### src/rtl/ldst_sequencer.sv
// Load/store sequencer: splits byte or 2-byte accesses into single-byte data memory cycles.
// Byte loads are zero- or sign-extended; RdData holds the last completed load result.
module ldst_sequencer #(
   parameter int unsigned W = 8,
   parameter int unsigned A = 8
) (
   input  logic           Clk,
   input  logic           Reset,
   input  logic           Start,
   input  logic           IsStore,
   input  logic           Wide,
   input  logic           Signed,
   input  logic [A-1:0]   Addr,
   input  logic [2*W-1:0] WrData,
   output logic           Busy,
   output logic           Done,
   output logic [2*W-1:0] RdData,
   output logic [A-1:0]   MemAddr,
   output logic           MemWriteEn,
   output logic [W-1:0]   MemWrData,
   input  logic [W-1:0]   MemRdData
);

   typedef enum logic [1:0] {StIdle, StLo, StHi, StFin} state_e;

   state_e         state_q, state_d;
   logic [A-1:0]   addr_q;
   logic [2*W-1:0] wr_data_q;
   logic           is_store_q, wide_q, signed_q;
   logic [W-1:0]   lo_q, hi_q;
   logic [2*W-1:0] rd_data_q;

   always_ff @(posedge Clk) begin
      if (Reset) begin
         state_q    <= StIdle;
         addr_q     <= '0;
         wr_data_q  <= '0;
         is_store_q <= 1'b0;
         wide_q     <= 1'b0;
         signed_q   <= 1'b0;
         lo_q       <= '0;
         hi_q       <= '0;
         rd_data_q  <= '0;
      end else begin
         state_q <= state_d;
         if (state_q == StIdle && Start) begin
            addr_q     <= Addr;
            wr_data_q  <= WrData;
            is_store_q <= IsStore;
            wide_q     <= Wide;
            signed_q   <= Signed;
         end
         if (state_q == StLo && !is_store_q) lo_q <= MemRdData;
         if (state_q == StHi && !is_store_q) hi_q <= MemRdData;
         if (state_q == StFin && !is_store_q) begin
            if (wide_q) rd_data_q <= {hi_q, lo_q};
            else        rd_data_q <= {{W{signed_q & lo_q[W-1]}}, lo_q};
         end
      end
   end

   always_comb begin
      state_d    = state_q;
      Busy       = 1'b0;
      Done       = 1'b0;
      MemAddr    = '0;
      MemWriteEn = 1'b0;
      MemWrData  = '0;
      unique case (state_q)
         StIdle: if (Start) state_d = StLo;
         StLo: begin
            Busy       = 1'b1;
            MemAddr    = addr_q;
            MemWrData  = wr_data_q[W-1:0];
            MemWriteEn = is_store_q;
            state_d    = wide_q ? StHi : StFin;
         end
         StHi: begin
            Busy       = 1'b1;
            MemAddr    = addr_q + A'(1);  // wraps modulo 2^A
            MemWrData  = wr_data_q[2*W-1:W];
            MemWriteEn = is_store_q;
            state_d    = StFin;
         end
         StFin: begin
            Done    = 1'b1;
            state_d = StIdle;
         end
         default: state_d = StIdle;
      endcase
      // A reset edge must never commit a write, even mid-operation.
      if (Reset) MemWriteEn = 1'b0;
   end

   assign RdData = rd_data_q;

endmodule

### config.mk
export PLATFORM = sky130hd
export DESIGN_NAME = ldst_sequencer
export DESIGN_NICKNAME = d
export VERILOG_FILES = /design/src/rtl/ldst_sequencer.sv
export SDC_FILE = /design/constraint.sdc
export NUM_CORES = 1
export LEC_CHECK = 0
export ABC_AREA = 0
export CAP_MARGIN = 20
export CORE_MARGIN = 5
export CORE_UTILIZATION = 47
export DETAILED_ROUTE_END_ITERATION = 8
export HOLD_SLACK_MARGIN = 0.15
export PLACE_DENSITY_LB_ADDON = 0.3
export SYNTH_ARGS = -nofsm -noshare
export SYNTH_HDL_FRONTEND = slang
export SYNTH_SLANG_ARGS = --single-unit
export TNS_END_PERCENT = 10
### constraint.sdc
create_clock -name Clk -period 2.46 [get_ports Clk]
set_clock_uncertainty 0.2 [all_clocks]
set_input_delay 0.492 -clock Clk [delete_from_list [all_inputs] [get_ports Clk]]
set_output_delay 0.492 -clock Clk [all_outputs]
set_load 0.01 [all_outputs]
==> impl_metrics.csv <==
group,metric,value,unit
floorplanning,core_area,5405,um^2
drt,drt-initial-drc-count,82,
layout,nFillCells,456,
place,pre_cts_ws,-0.09928,ns
final_timing,finalCritPeriodShare,99.34,%
power_and_ir_drop,powerDensity,978.7,nW/um^2
setup_path,start_kind,"register",
flow_run,openroad.warnings,32,
place,io_buffers,72,
final_timing,finalSetupViolCount,0,
drt,wl_met2,3023,um
place,dpl.cell_count,469,
setup_path,r2r_slack,0.63,ns
power_and_ir_drop,vdd.ir_drop.worst,0.5864,mV
setup_path,critPathCaptureType,"output port",
logic_synthesis,ys_ff,61,
drt,dr_total_vias,2470,
drt,wl_met3,445,um
setup_path,r2r-end,"RdData[14]$_SDFFE_PP0P_",
grt,grt_antenna_before_repair,0,
final_timing,worst_pin_slew,0.6101,ns
grt,grt-ovfl-total,0,
setup_path,slowest_delay,0.50,ns
drt,wl_per_cell,13.28,um
drt,first_pass_iters,5,
place,postPlaceCellArea,3457,um^2
clocking,path_clk_slew,0.06,ns
clocking,cts_made_buffers,9,
logic_synthesis,synth_area,2572,um^2
floorplanning,chipArea,7053,um^2
drt,drtAntennaViolNets,0,
drt,top_layer,"met4",
power_and_ir_drop,leakage,1.338,nW
clocking,hold_buffers,0,
setup_path,crit_family,"simple AND/OR/NAND/NOR gates",
status,status,"complete, no violations",
drt,viasPerCell,5.093,
logic_synthesis,top_cells_by_area,"dfxtp_1 47%, nand2_1 15%, a21oi_1 8.6%",
logic_synthesis,ys_warn_count,0,
grt,grt_pass1_wl,10560,um
logic_synthesis,floorplan.nets,372,
drt,drc,0,
layout,most-common-layout-cells,"101 x nand2_1, 59 x dfxtp_1, 54 x clkdlybuf4s50_1, 44 x a21oi_1, 29 x nor2_1",
setup_path,reg2regPathDepth,5,
layout,drive_gt1_share,15.01,%
final_timing,timing.hold.ws,0.2556,ns
logic_synthesis,top_area_share,47.47,%
layout,layout.cells.most_common,"nand2_1",
floorplanning,ioPinCount,73,
min_path,holdCritPathClass,"register to register",
final_timing,final_max_slew_viol_count,0,
layout,post-route-cell-area,3667,um^2
logic_synthesis,syn_area_per_cell,7.843,um^2
floorplanning,rows,27,
place,place_hpwl,4470,um
logic_synthesis,ys_types,30,
clocking,clockBufferDepth,2,
clocking,post_cts_buffers,0,
setup_path,crit_fanout,4,
setup_path,crit_path_start,"state_q[0]$_SDFFE_PP0P_",
logic_synthesis,yosys.area.top_type,"dfxtp_1",
final_timing,setup_slack,0.01635,ns
grt,grtUsageTotal,18.31,%
clocking,root_buffer,"clkbuf_8",
final_timing,rsz0062_at_grt,"true",
==> layer usage <==
layer / vias to the layer above / track usage [%]
li1: 1253 / -
met5: - / 0
met4: 0 / 9.357
met2: 62 / 29.72
met3: 10 / 5.133
met1: 1145 / 22.03
==> how the worst min path moves through the flow <==
stage                               startpoint                    endpoint  cells after the start
finish                    hi_q[7]$_SDFFE_PP0P_        hi_q[7]$_SDFFE_PP0P_                      2
global route            RdData[4]$_SDFFE_PP0P_      RdData[4]$_SDFFE_PP0P_                      2
CTS                 wr_data_q[14]$_SDFFE_PP0P_  wr_data_q[14]$_SDFFE_PP0P_                      2
detailed placement        lo_q[6]$_SDFFE_PP0P_      RdData[6]$_SDFFE_PP0P_                      2
global placement     wr_data_q[9]$_SDFFE_PP0P_   wr_data_q[9]$_SDFFE_PP0P_                      2
floorplan                 lo_q[0]$_SDFFE_PP0P_      RdData[0]$_SDFFE_PP0P_                      2
==> stage by stage <==
step	setup TNS (ns)	power, mW	util (%)
6_report	0	3.589	67.85
5_1_grt	-0.09376	3.812	67.85
4_1_cts	-0.03283	3.512	66.78
3_5_place_dp	-0.2882	2.678	63.96
3_3_place_gp	-0.1383	2.645	63.96
2_1_floorplan	0	2.094	-
==> worst min-delay path, stage by stage (launching register included) <==
cell and delay [ns]:
dfxtp_1 0.31, nand2_1 0.05, a21oi_1 0.05
==> what timing repair did <==
action,4_1_cts,5_1_grt
cloned,0,0
endpoints found under the setup margin,17,16
hold endpoints to repair,0,0
gates resized,37,29
pin swaps,0,5
==> cells in the mapped netlist, drive strengths merged <==
master    n
o22ai     1
o21ai     1
a31oi     4
xor2      2
a211oi    9
a22oi    10
o31ai     1
inv       5
buf       9
a221oi    1
dfxtp    61
mux2i    10
nand4     1
and2      1
nand2b    3
or3       1
clkbuf   15
or4       3
nand3     4
a21oi    44
nor2b     3
o211ai    3
ha        6
nor2     29
nand2   101
==> flip-flops by register name, summed over array words and instances, names as in the netlist <==
| signal | cells |
|---|---|
| RdData | 16 |
| wr_data_q | 16 |
| addr_q | 8 |
| hi_q | 8 |
| lo_q | 8 |
| state_q | 2 |
| is_store_q | 1 |
| signed_q | 1 |
| wide_q | 1 |
==> final cells by class <==
class | count | area (um^2) | area share (%)
clock buffers | 12 | 135.1 | 3.685
clock inverters | 4 | 48.80 | 1.331
inverters | 5 | 21.27 | 0.5800
multi-input cells | 238 | 1295 | 35.31
flip-flops and latches | 61 | 1226 | 33.44
well taps | 72 | 90.09 | 2.456
repair buffers | 93 | 850.8 | 23.20
==> power by group <==
part	switching [mW]	total [mW]	internal [mW]	leakage (nW)
Clock	0.381	0.848	0.467	0.0943
Sequential	0.126	1.30	1.17	0.498
Combinational	0.787	1.44	0.654	0.746
Total	1.29	3.59	2.30	1.34
==> logic make-up (layout without fill, tap and decap cells) <==
group	Yosys count	after routing	synth area share, %
compound gates	74	74	17.27
xor+xnor	2	2	0.6811
fa+ha+maj	6	6	2.918
buf+inv	29	114	4.766
flops	61	61	47.47
mux	10	10	3.891
simple gates	146	146	23.01
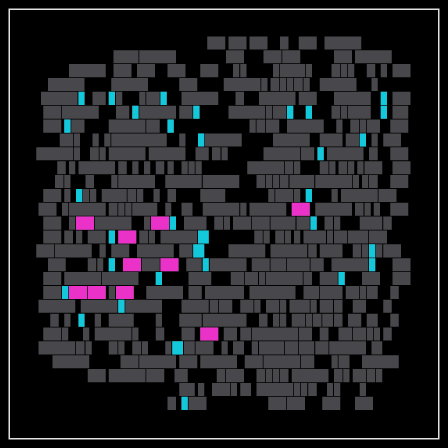
gate_families.png
cyan -> NOR gates  # cells 32, most used nor2_1
magenta -> multiplexers  # cells 10, most used mux2i_1

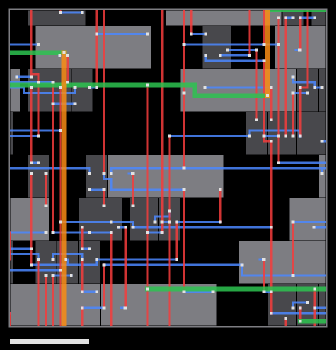
zoom.png
Bar = 5 um. Region (32, 49) to (52, 69) um. Cells in gray, sequential cells in the stronger gray; small squares are vias.
blue -> met1
green -> met3
red -> met2
orange -> met4
sequential cells in the window = 6
cells with their middle in the window = 23
most frequent = nand2_1 (7), dfxtp_1 (6), a21oi_1 (4)
netlist names of flops here include = RdData (2), wr_data_q (2)

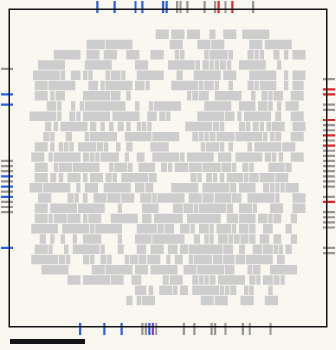
pins.png
Bar = 20 um. Pins as bars across the die edge, other pins in gray.
purple -> Busy  # pins 1, direction output, edge south
red -> MemWrData  # pins 8, direction output, edge 6 east, 2 north
blue -> RdData  # pins 16, direction output, edge 6 west, 6 north, 4 south
all pins by edge = 27 east, 16 south, 15 west, 15 north

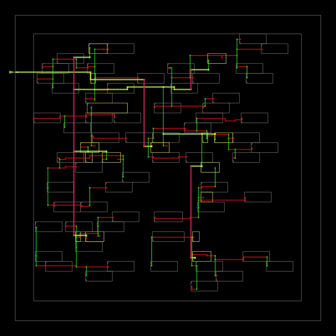
final_clocks.png
clock sinks: 61
clk pwr: 0.848 mW
Late-Pin Clk Latency: 0.34 ns

No activity file was given, so power comes from the tool's default toggle rates.
